run_1/cell_classes.png
Scale: 6 px per um. Fill, decap, tap and diode cells in gray.
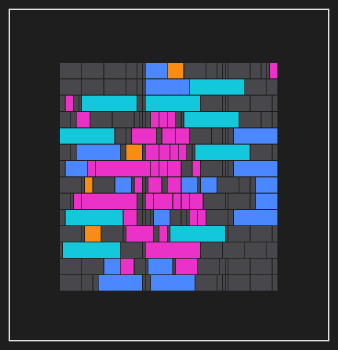
run_1/met2.png
Scale: 6 px per um. Cells faint in the background.
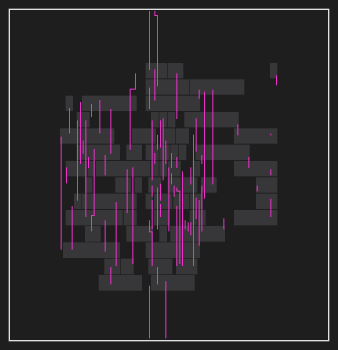
run_1/clock_map.png
Scale: 10 px per um.
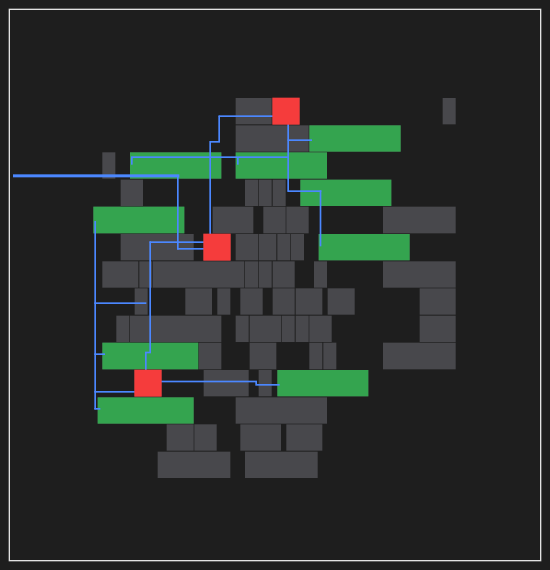
`src/rtl/pll_cfg_handshake.sv`:
```
// -----------------------------------------------------------------------------
// pll_cfg_handshake
//
// Four-phase return-to-zero request/acknowledge initiator that drives the PLL
// reconfiguration interface from the AHB clock domain.
//
// Handshake (all in i_clk_ahb domain, ack synchronized first):
//   o_pll_req rises on an accepted start, stays high until the synchronized
//   ack is seen high, then falls; the transfer completes (o_done) once the
//   synchronized ack is seen low again.  o_pll_req never changes while the
//   previous phase is still open, so the PLL always sees a clean level.
//
// Configuration macro:
//   PLL_HS_TIMEOUT_EN  defined   : per-phase timeout counter and abort path,
//                                  o_timeout pulses on an aborted handshake.
//                      undefined : no counter, o_timeout tied low, phases
//                                  wait indefinitely (only reset aborts).
//
// Parameters:
//   TIMEOUT_CYCLES  cycles allowed in each waiting phase (>= 2)
//   SYNC_STAGES     synchronizer depth on i_pll_ack (>= 2)
//
// Ports:
//   i_clk_ahb     AHB clock, the only clock
//   i_rstn_ahb    asynchronous active-low reset
//   i_start       single-cycle start pulse from the trigger edge detector
//   i_pll_ack     PLL acknowledge, asynchronous to i_clk_ahb
//   o_pll_req     level request to the PLL
//   o_busy        high whenever the FSM is not idle
//   o_trig_clr    one-cycle pulse clearing the software trigger bit
//   o_done        one-cycle pulse on a completed handshake
//   o_timeout     one-cycle pulse on an aborted handshake
//   o_start_drop  one-cycle pulse when i_start arrives while busy
//   o_dbg_state   current FSM state (0 idle, 1 req, 2 rel) for observation
// -----------------------------------------------------------------------------
module pll_cfg_handshake #(
  parameter int TIMEOUT_CYCLES = 1024,
  parameter int SYNC_STAGES    = 2
) (
  input  logic       i_clk_ahb,
  input  logic       i_rstn_ahb,
  input  logic       i_start,
  input  logic       i_pll_ack,
  output logic       o_pll_req,
  output logic       o_busy,
  output logic       o_trig_clr,
  output logic       o_done,
  output logic       o_timeout,
  output logic       o_start_drop,
  output logic [1:0] o_dbg_state
);

  typedef enum logic [1:0] {
    ST_IDLE = 2'd0,
    ST_REQ  = 2'd1,
    ST_REL  = 2'd2
  } state_t;

  // Elaboration-time guard on the legal parameter ranges.
  if (SYNC_STAGES < 2) begin : g_bad_sync_stages
    $error("pll_cfg_handshake: SYNC_STAGES must be >= 2");
  end
  if (TIMEOUT_CYCLES < 2) begin : g_bad_timeout_cycles
    $error("pll_cfg_handshake: TIMEOUT_CYCLES must be >= 2");
  end

  // ---------------------------------------------------------------------------
  // Acknowledge synchronizer; only the last stage is used by the FSM.
  // ---------------------------------------------------------------------------
  logic [SYNC_STAGES-1:0] r_ack_sync;
  logic                   w_ack_s;

  always_ff @(posedge i_clk_ahb or negedge i_rstn_ahb) begin
    if (!i_rstn_ahb) begin
      r_ack_sync <= '0;
    end else begin
      r_ack_sync <= {r_ack_sync[SYNC_STAGES-2:0], i_pll_ack};
    end
  end

  assign w_ack_s = r_ack_sync[SYNC_STAGES-1];

  // ---------------------------------------------------------------------------
  // FSM state register and registered outputs
  // ---------------------------------------------------------------------------
  state_t r_state;
  state_t w_state_next;
  logic   w_expire;
  logic   w_trig_clr_next;
  logic   w_done_next;
  logic   w_timeout_next;
  logic   w_start_drop_next;
  logic   r_pll_req;
  logic   r_busy;
  logic   r_trig_clr;
  logic   r_done;
  logic   r_start_drop;

  always_ff @(posedge i_clk_ahb or negedge i_rstn_ahb) begin
    if (!i_rstn_ahb) begin
      r_state      <= ST_IDLE;
      r_pll_req    <= 1'b0;
      r_busy       <= 1'b0;
      r_trig_clr   <= 1'b0;
      r_done       <= 1'b0;
      r_start_drop <= 1'b0;
    end else begin
      r_state      <= w_state_next;
      r_pll_req    <= (w_state_next == ST_REQ);
      r_busy       <= (w_state_next != ST_IDLE);
      r_trig_clr   <= w_trig_clr_next;
      r_done       <= w_done_next;
      r_start_drop <= w_start_drop_next;
    end
  end

  // Next-state logic.  In each waiting phase the exit condition is tested
  // before the timeout, so an exit and an expiry on the same edge complete
  // normally.  A start seen outside IDLE (including on the edge that returns
  // to IDLE) is reported and otherwise ignored.
  always_comb begin
    w_state_next      = r_state;
    w_trig_clr_next   = 1'b0;
    w_done_next       = 1'b0;
    w_timeout_next    = 1'b0;
    w_start_drop_next = 1'b0;
    case (r_state)
      ST_IDLE: begin
        if (i_start) begin
          w_state_next    = ST_REQ;
          w_trig_clr_next = 1'b1;
        end
      end
      ST_REQ: begin
        w_start_drop_next = i_start;
        if (w_ack_s) begin
          w_state_next = ST_REL;
        end else if (w_expire) begin
          w_state_next   = ST_IDLE;
          w_timeout_next = 1'b1;
        end
      end
      ST_REL: begin
        w_start_drop_next = i_start;
        if (!w_ack_s) begin
          w_state_next = ST_IDLE;
          w_done_next  = 1'b1;
        end else if (w_expire) begin
          w_state_next   = ST_IDLE;
          w_timeout_next = 1'b1;
        end
      end
      default: begin
        w_state_next = ST_IDLE;
      end
    endcase
  end

`ifdef PLL_HS_TIMEOUT_EN
  // ---------------------------------------------------------------------------
  // Per-phase timeout counter: cleared on every state change, counts cycles
  // spent in REQ or REL, saturates at TIMEOUT_CYCLES.
  // ---------------------------------------------------------------------------
  localparam int CW = $clog2(TIMEOUT_CYCLES + 1);
  localparam logic [CW-1:0] C_LAST = CW'(TIMEOUT_CYCLES - 1);
  localparam logic [CW-1:0] C_MAX  = CW'(TIMEOUT_CYCLES);

  logic [CW-1:0] r_cnt;
  logic          r_timeout;

  always_ff @(posedge i_clk_ahb or negedge i_rstn_ahb) begin
    if (!i_rstn_ahb) begin
      r_cnt     <= '0;
      r_timeout <= 1'b0;
    end else begin
      r_timeout <= w_timeout_next;
      if (w_state_next != r_state) begin
        r_cnt <= '0;
      end else if ((r_state != ST_IDLE) && (r_cnt != C_MAX)) begin
        r_cnt <= r_cnt + 1'b1;
      end
    end
  end

  assign w_expire  = (r_cnt == C_LAST);
  assign o_timeout = r_timeout;
`else
  logic w_timeout_unused;
  assign w_timeout_unused = w_timeout_next;
  assign w_expire  = 1'b0;
  assign o_timeout = 1'b0;
`endif

  assign o_pll_req    = r_pll_req;
  assign o_busy       = r_busy;
  assign o_trig_clr   = r_trig_clr;
  assign o_done       = r_done;
  assign o_start_drop = r_start_drop;
  assign o_dbg_state  = r_state;

endmodule

```
`config.mk`:
```
export PLATFORM = sky130hd
export DESIGN_NAME = pll_cfg_handshake
export DESIGN_NICKNAME = d
export VERILOG_FILES = /design/src/rtl/pll_cfg_handshake.sv
export SDC_FILE = /design/constraint.sdc
export NUM_CORES = 1
export LEC_CHECK = 0
export ABC_AREA = 1
export CORE_AREA = 8 8 45 47
export CTS_CLUSTER_SIZE = 12
export DETAILED_ROUTE_END_ITERATION = 16
export DIE_AREA = 0 0 53 55
export SYNTH_ARGS = -nofsm -noshare
export SYNTH_HDL_FRONTEND = slang
export SYNTH_SLANG_ARGS = --single-unit
```
`constraint.sdc`:
```
create_clock -name i_clk_ahb -period 1.19 [get_ports i_clk_ahb]
set_clock_uncertainty 0.1 [all_clocks]
set_input_delay 0.119 -clock i_clk_ahb [delete_from_list [all_inputs] [get_ports i_clk_ahb]]
set_output_delay 0.119 -clock i_clk_ahb [all_outputs]
set_load 0.05 [all_outputs]
```
==> reports/qor.yml, run 1 <==
drt:
  dr.pass1.iters: 1
  wl_met1_um: 319
  wire_per_inst_um: 10.2
  top_layer: "met3"
  viasPerCell: 3.96
  routed-wl-met3_um: 87
  wl_met2_um: 437
  vias: 329
  ant_nets: 0
  drt_wl_total_um: 844
  drtIter0Drc: 0
yosys:
  post-synth-top-area-cell: "dfrtp_1"
  edf_count: 0
  ys_area_um2: 424
  flop_cell: "dfrtp_1"
  area_leaders: "dfrtp_1 (53%), ha_1 (12%), inv_1 (11%)"
  netlist.area_leader.share_pct: 53.1
  yosys.stat.seqShare_pct: 53.1
  synth_cell_types: 11
  syn-num-nets: 55
  synth_flops: 9
  avgSynthCellArea_um2: 9.02
  syn_inst: 47
  yosys-top-cells-count: "inv_1 (12), nand2_1 (10), dfrtp_1 (9)"
  yosysWarningCount: 0
  netlist_area_um2: 424
  ys_async_sr_fraction_pct: 100
job:
  tool_warnings: 32
  drv_cap: 0
timing:
  setup_viol: 6
  finalCritPeriodShare_pct: 105
  slew_violations: 0
  period_needed_ns: 1.25
  worst_slack_ns: -0.0556
  hold_viol_final: 0
setup_path:
  worst_path_largest_cell_delay_ns: 0.46
  startpoint_type: "flip-flop"
  crit_start: "o_dbg_state[1]$_DFF_PN0_"
  cpMaxStageDelayCell: "dfrtp_2"
  crit_arrival_ns: 1.30
  critical_path_class: "reg -> reg"
  cp_max_fo: 4
  crit_end: "o_pll_req$_DFF_PN0_"
  path_depth: 7
  rr_startpoint: "o_dbg_state[1]$_DFF_PN0_"
  r2r_end: "o_pll_req$_DFF_PN0_"
  crit_family: "flip-flops"
  critical_path_buf_inv_count: 2
  cpMostUsedCell: "nor2_2"
  end_kind: "flip-flop"
  reg2regPathDepth: 7
  worstPathCellList: "inv_4 > ha_4 > inv_2 > nor2_2 > nor2_2 > nor2_4 > nor2_2"
outcome:
  status: "finished, violations left"
  violations: "setup timing"
placed_design:
  hpwl_um: 677
  port_buffers: 10
  gp_congestion: 0.864
  dp_slack_ns: -0.0682
global_route:
  use_met2_pct: 10.5
  overflow: 0
  grt_antenna_before_repair: 0
  grt_usage_pct: 7.21
  grt_use_met3_pct: 4.28
  top_usage_layer: "met2"
  grt_pass1_vias: 328
floorplan:
  die-area_um2: 2920
  die_h_um: 55
  die_x_um: 53
  core_um2: 1380
  rows: 14
  fp_util_pct: 30.7
clock_tree:
  cts_root_buffer: "clkbuf_4"
  cts_buffer_depth: 2
  tritoncts: "yes"
  clock_sinks: 9
  cts_made_buffers: 3
  insertion_delay_ns: 0.26
  clk_pin_slew_ns: 0.06
  htree_num_levels: 1
final_layout:
  lay_top_cells: "inv_1 (9), nand2_1 (7), dfrtp_1 (7), buf_12 (7)"
  nNetsFinal: 76
  lay_top_count: "inv_1"
  diodes: 0
  seqCellArea_um2: 228
  drive_gt1_share_pct: 52.2
  fillers: 122
  comb_area_um2: 206
  areaGrowthSynthToFinish_pct: 79.1
power:
  power.density_nw_per_um2: 3010
  peakVddDrop_v: 0.00136
  p_leak_nw: 0.380
min_path:
  hp-start: "i_pll_ack"
  hp-class: "in -> reg"
  hold_depth: 1
  min_to: "r_ack_sync[0]$_DFF_PN0_"
-- cell_classes.png (at the start) --
class	color	cells	share of their area
all other logic	magenta	37	35%
flops	cyan	9	31%
other buffers and delay cells	blue	17	31%
clock drivers and dummy loads	orange	4	3.6%

-- met2.png (at the start) --
main direction	vertical
share of all routed wire	52%

-- clock_map.png (at the start) --
[flip-flops] green | count: 9
[clock wires] blue | length: 146 um
[cells driving clock nets] red | count: 3
routed clock nets	4

==> run 1: registers in the layout, indices dropped and copies added (netlist names) <==
register	count
o_pll_req	1
o_dbg_state	2
r_ack_sync	2
o_busy	1
o_trig_clr	1
o_done	1
o_start_drop	1
==> run 1: metrics by stage <==
| stage | TNS, ns | instance area (um^2) | total power [mW] | hold slack, ns |
|---|---|---|---|---|
| after CTS | -0.244 | 742 | 2.29 | 0.191 |
| after detailed placement | -0.0994 | 692 | 1.97 | 0.236 |
| after global routing | -0.540 | 759 | 2.46 | 0.183 |
| final | -0.142 | 759 | 2.29 | 0.203 |
| after global placement | -0.0736 | 692 | 1.95 | 0.235 |
| after floorplan | -0.479 | 472 | 1.32 | -0.277 |
==> run 1: what timing repair did <==
| action | CTS | global route |
|---|---|---|
| hold buffers | 1 | 0 |
| gates resized | 4 | 3 |
| setup buffers | 0 | 1 |
| hold endpoints to repair | 3 | 0 |
| pin swaps | 3 | 1 |
| endpoints found under the setup margin | 6 | 6 |
==> run 1: final cells by class <==
type / instances / share of cell area, %
flip-flops and latches: 9 / 30.0
clock buffers: 4 / 3.46
multi-input cells: 25 / 27.2
repair buffers: 17 / 30.1
inverters: 12 / 6.59
well taps: 16 / 2.64
==> run 1: power breakdown <==
| part | leakage [nW] | internal (mW) | switching (mW) |
|---|---|---|---|
| clock | 0.0150 | 0.129 | 0.106 |
| combinational | 0.254 | 0.722 | 0.793 |
| sequential | 0.111 | 0.417 | 0.121 |
| total | 0.380 | 1.27 | 1.02 |
==> run 1: cell families (layout without fill, tap and decap cells) <==
logic type	after synthesis	in the layout	synth area share [%]
and+or+nand+nor	19	19	19.8
DFF	9	9	53.1
other	1	1	0.884
adders and majority gates	4	4	11.8
AOI/OAI and AO/OA	1	1	2.07
buffers and inverters	13	33	12.4
==> run 2, diff against run 1 <==
- SLEW_MARGIN: default -> 40
- clock period: 1.19 -> 1.4 ns (I/O delays scaled with it)
run_2/cell_classes.png
Scale: 6 px per um. Fill, decap, tap and diode cells in gray.
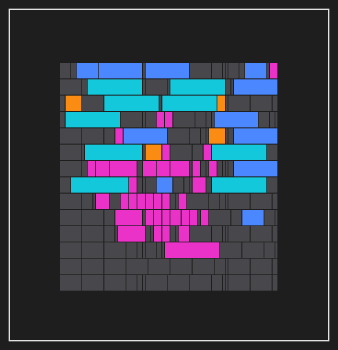
class	color	cells	share of their area
all other logic	magenta	37	32%
other buffers and delay cells	blue	11	28%
clock drivers and dummy loads	orange	4	4.1%
flops	cyan	9	36%
flop share of the area: 34.6%
Final Cell Area: 658 um^2
final core area utilization: 47.6%
Core Region: 1380 um^2
Rows: 14

==> run 2 against run 1 <==
  * The run now ends clean
  * Register-to-register slack improved by 0.15 ns
  * Combinational power down 26%
  * Synthesized cell count unchanged
==> reports/qor.yml, run 2 <==
global_route:
  top_usage_layer: "met2"
  grt_use_met3_pct: 4.01  # -0.27 points
  grt_usage_pct: 6.89  # -0.32 points
  grt_pass1_vias: 339  # +3.4%
  grt_antenna_before_repair: 0  # unchanged
  use_met2_pct: 10.9  # +0.39 points
  use_met1_pct: 6.70
  overflow: 0  # unchanged
setup_path:
  worstPathCellList: "inv_2 > ha_1 > inv_1 > nand2_1 > nor2_1 > nor2_2 > nor2_2"
  worst_path_largest_cell_delay_ns: 0.44  # -0.02 ns
  r2r_end: "o_pll_req$_DFF_PN0_"
  rr_startpoint: "o_dbg_state[1]$_DFF_PN0_"
  cpMaxStageDelayCell: "dfrtp_2"
  startpoint_type: "flip-flop"
  cpMostUsedCell: "nor2_2"
  cp_max_fo: 4  # unchanged
  crit_arrival_ns: 1.35  # +0.05 ns
  critical_path_class: "reg -> reg"
  crit_family: "flip-flops"
  end_kind: "flip-flop"
timing:
  finalCritPeriodShare_pct: 93.3  # -11 points
  hold_viol_final: 0  # unchanged
  setup_tns_ns: 0  # +0.142 ns
  period_needed_ns: 1.31  # +0.0607 ns
  worst_slack_ns: 0.0937  # +0.149 ns
  slew_violations: 0  # unchanged
  setup_viol: 0  # -6
floorplan:
  die_h_um: 55  # unchanged
  die-area_um2: 2920  # unchanged
  nWellTaps: 16  # unchanged
  fp_util_pct: 30.7  # unchanged
  die_x_um: 53  # unchanged
final_layout:
  diodes: 0  # unchanged
  n_all_inverters: 12  # unchanged
  comb_area_um2: 159  # -23%
  comb_cells: 25  # unchanged
  fillers: 130  # +6.6%
  areaGrowthSynthToFinish_pct: 55.2
  area_dominant_class: "sequential cells"
  nonClkBufAreaFrac_pct: 27.0  # -3.2 points
  seqCellArea_um2: 228  # unchanged
  nNonClkBuffers: 11  # -6
  lay_top_cells: "inv_1 (10), nand2_1 (10), dfrtp_1 (7), buf_12 (7)"
  clkbuf_count: 4  # unchanged
  sh_comb_area_pct: 24.1  # -3.0 points
  nFlopsAndLatches: 9  # unchanged
  final-clk-cell-share_pct: 3.99  # +0.53 points
  drive_gt1_share_pct: 34.4  # -18 points
  nNetsFinal: 70  # -7.9%
yosys:
  yosysWarningCount: 0  # unchanged
  ys_async_sr_fraction_pct: 100  # unchanged
  yosys-top-cells-count: "inv_1 (12), nand2_1 (10), dfrtp_1 (9)"
  yosys.stat.seqShare_pct: 53.1  # unchanged
  synth_flops: 9  # unchanged
  avgSynthCellArea_um2: 9.02  # unchanged
  ys_area_um2: 424  # unchanged
  netlist_area_um2: 424  # unchanged
  post-synth-top-area-cell: "dfrtp_1"
  flop_cell: "dfrtp_1"
  syn-num-nets: 55  # unchanged
  syn_inst: 47  # unchanged
  netlist.area_leader.share_pct: 53.1  # unchanged
  synth_cell_types: 11  # unchanged
drt:
  viasPerCell: 4.13  # +4.2%
  wl_met2_um: 420  # -3.9%
  ant_nets: 0  # unchanged
  drtIter0Drc: 1  # +1
  top_layer: "met4"
  wire_per_inst_um: 10.8  # +5.7%
  routed-wl-met3_um: 98  # +13%
  dr.pass1.iters: 4  # +3
  drt_wl_total_um: 828  # -1.9%
  vias: 318  # -3.3%
  wl_met1_um: 294  # -7.8%
power:
  p_leak_nw: 0.347  # -8.6%
  peakVddDrop_v: 0.00107  # -22%
  seqPwrFrac_pct: 25.4  # +1.9 points
  switching_share_pct: 44.8  # +0.22 points
  p_int_mw: 0.970  # -23%
  combinationalPowerShare_pct: 63.7  # -2.5 points
  clkPwrFrac_pct: 10.9  # +0.6 points
  power.density_nw_per_um2: 2670  # -11%
clock_tree:
  htree_num_levels: 1  # unchanged
  cts_buffer_depth: 2  # unchanged
  cts_made_buffers: 3  # unchanged
  clk_pin_slew_ns: 0.06  # about the same
  tritoncts: "yes"
  cts_root_buffer: "clkbuf_4"
  clock_sinks: 9  # unchanged
min_path:
  hp-class: "in -> async"
outcome:
  status: "finished, final reports clean"
job:
  tool_warnings: 29  # -9.4%
  drv_cap: 0  # unchanged
placed_design:
  dp_slack_ns: 0.0498  # +0.118 ns
  port_buffers: 10  # unchanged
  gp_congestion: 0.806  # -6.7%
  hpwl_um: 649  # -4.1%
  dpl_cell_area_um2: 609  # -12%
[run 2: worst max path at each step]
stage / startpoint / endpoint / cells past startpoint
after global routing: o_dbg_state[0]$_DFF_PN0_ / o_pll_req$_DFF_PN0_ / 7
after global placement: o_dbg_state[1]$_DFF_PN0_ / o_pll_req$_DFF_PN0_ / 7
after detailed placement: o_dbg_state[1]$_DFF_PN0_ / o_pll_req$_DFF_PN0_ / 7
final: o_dbg_state[1]$_DFF_PN0_ / o_pll_req$_DFF_PN0_ / 7
after CTS: o_dbg_state[1]$_DFF_PN0_ / o_pll_req$_DFF_PN0_ / 7
after floorplan: o_dbg_state[1]$_DFF_PN0_ / o_busy$_DFF_PN0_ / 8
[run 2: power by group through the flow]
stage	registers, mW	logic, mW	clock network (mW)
2_1_floorplan	0.689	0.337	0
3_3_place_gp	0.448	1.04	0
3_5_place_dp	0.453	1.05	0
4_1_cts	0.450	1.05	0.201
5_1_grt	0.458	1.20	0.220
6_report	0.446	1.12	0.192
[run 2: timing repair]
| item | CTS | global route |
|---|---|---|
| resized | 0 | 4 |
| hold buffers | 0 | 0 |
| buffers inserted | 0 | 1 |
| setup endpoints to repair | 0 | 1 |
[run 2: kinds of logic after synthesis]
kind of cell | synth area share [%]
simple gates | 19.8
buf+inv | 12.4
flops | 53.1
fa+ha+maj | 11.8
compound gates | 2.07
other cells | 0.884
[run 2: metrics by stage]
stage / total power, mW / hold WS (ns) / utilization (%) / std cells
2_1_floorplan: 1.03 / -0.256 / - / 47
3_3_place_gp: 1.49 / 0.234 / 44.0 / 72
3_5_place_dp: 1.50 / 0.237 / 44.0 / 72
4_1_cts: 1.70 / 0.0790 / 45.9 / 76
5_1_grt: 1.88 / 0.102 / 47.6 / 77
6_report: 1.76 / 0.0672 / 47.6 / 77
Power figures rest on the tool's default switching activity, not on a simulated workload.
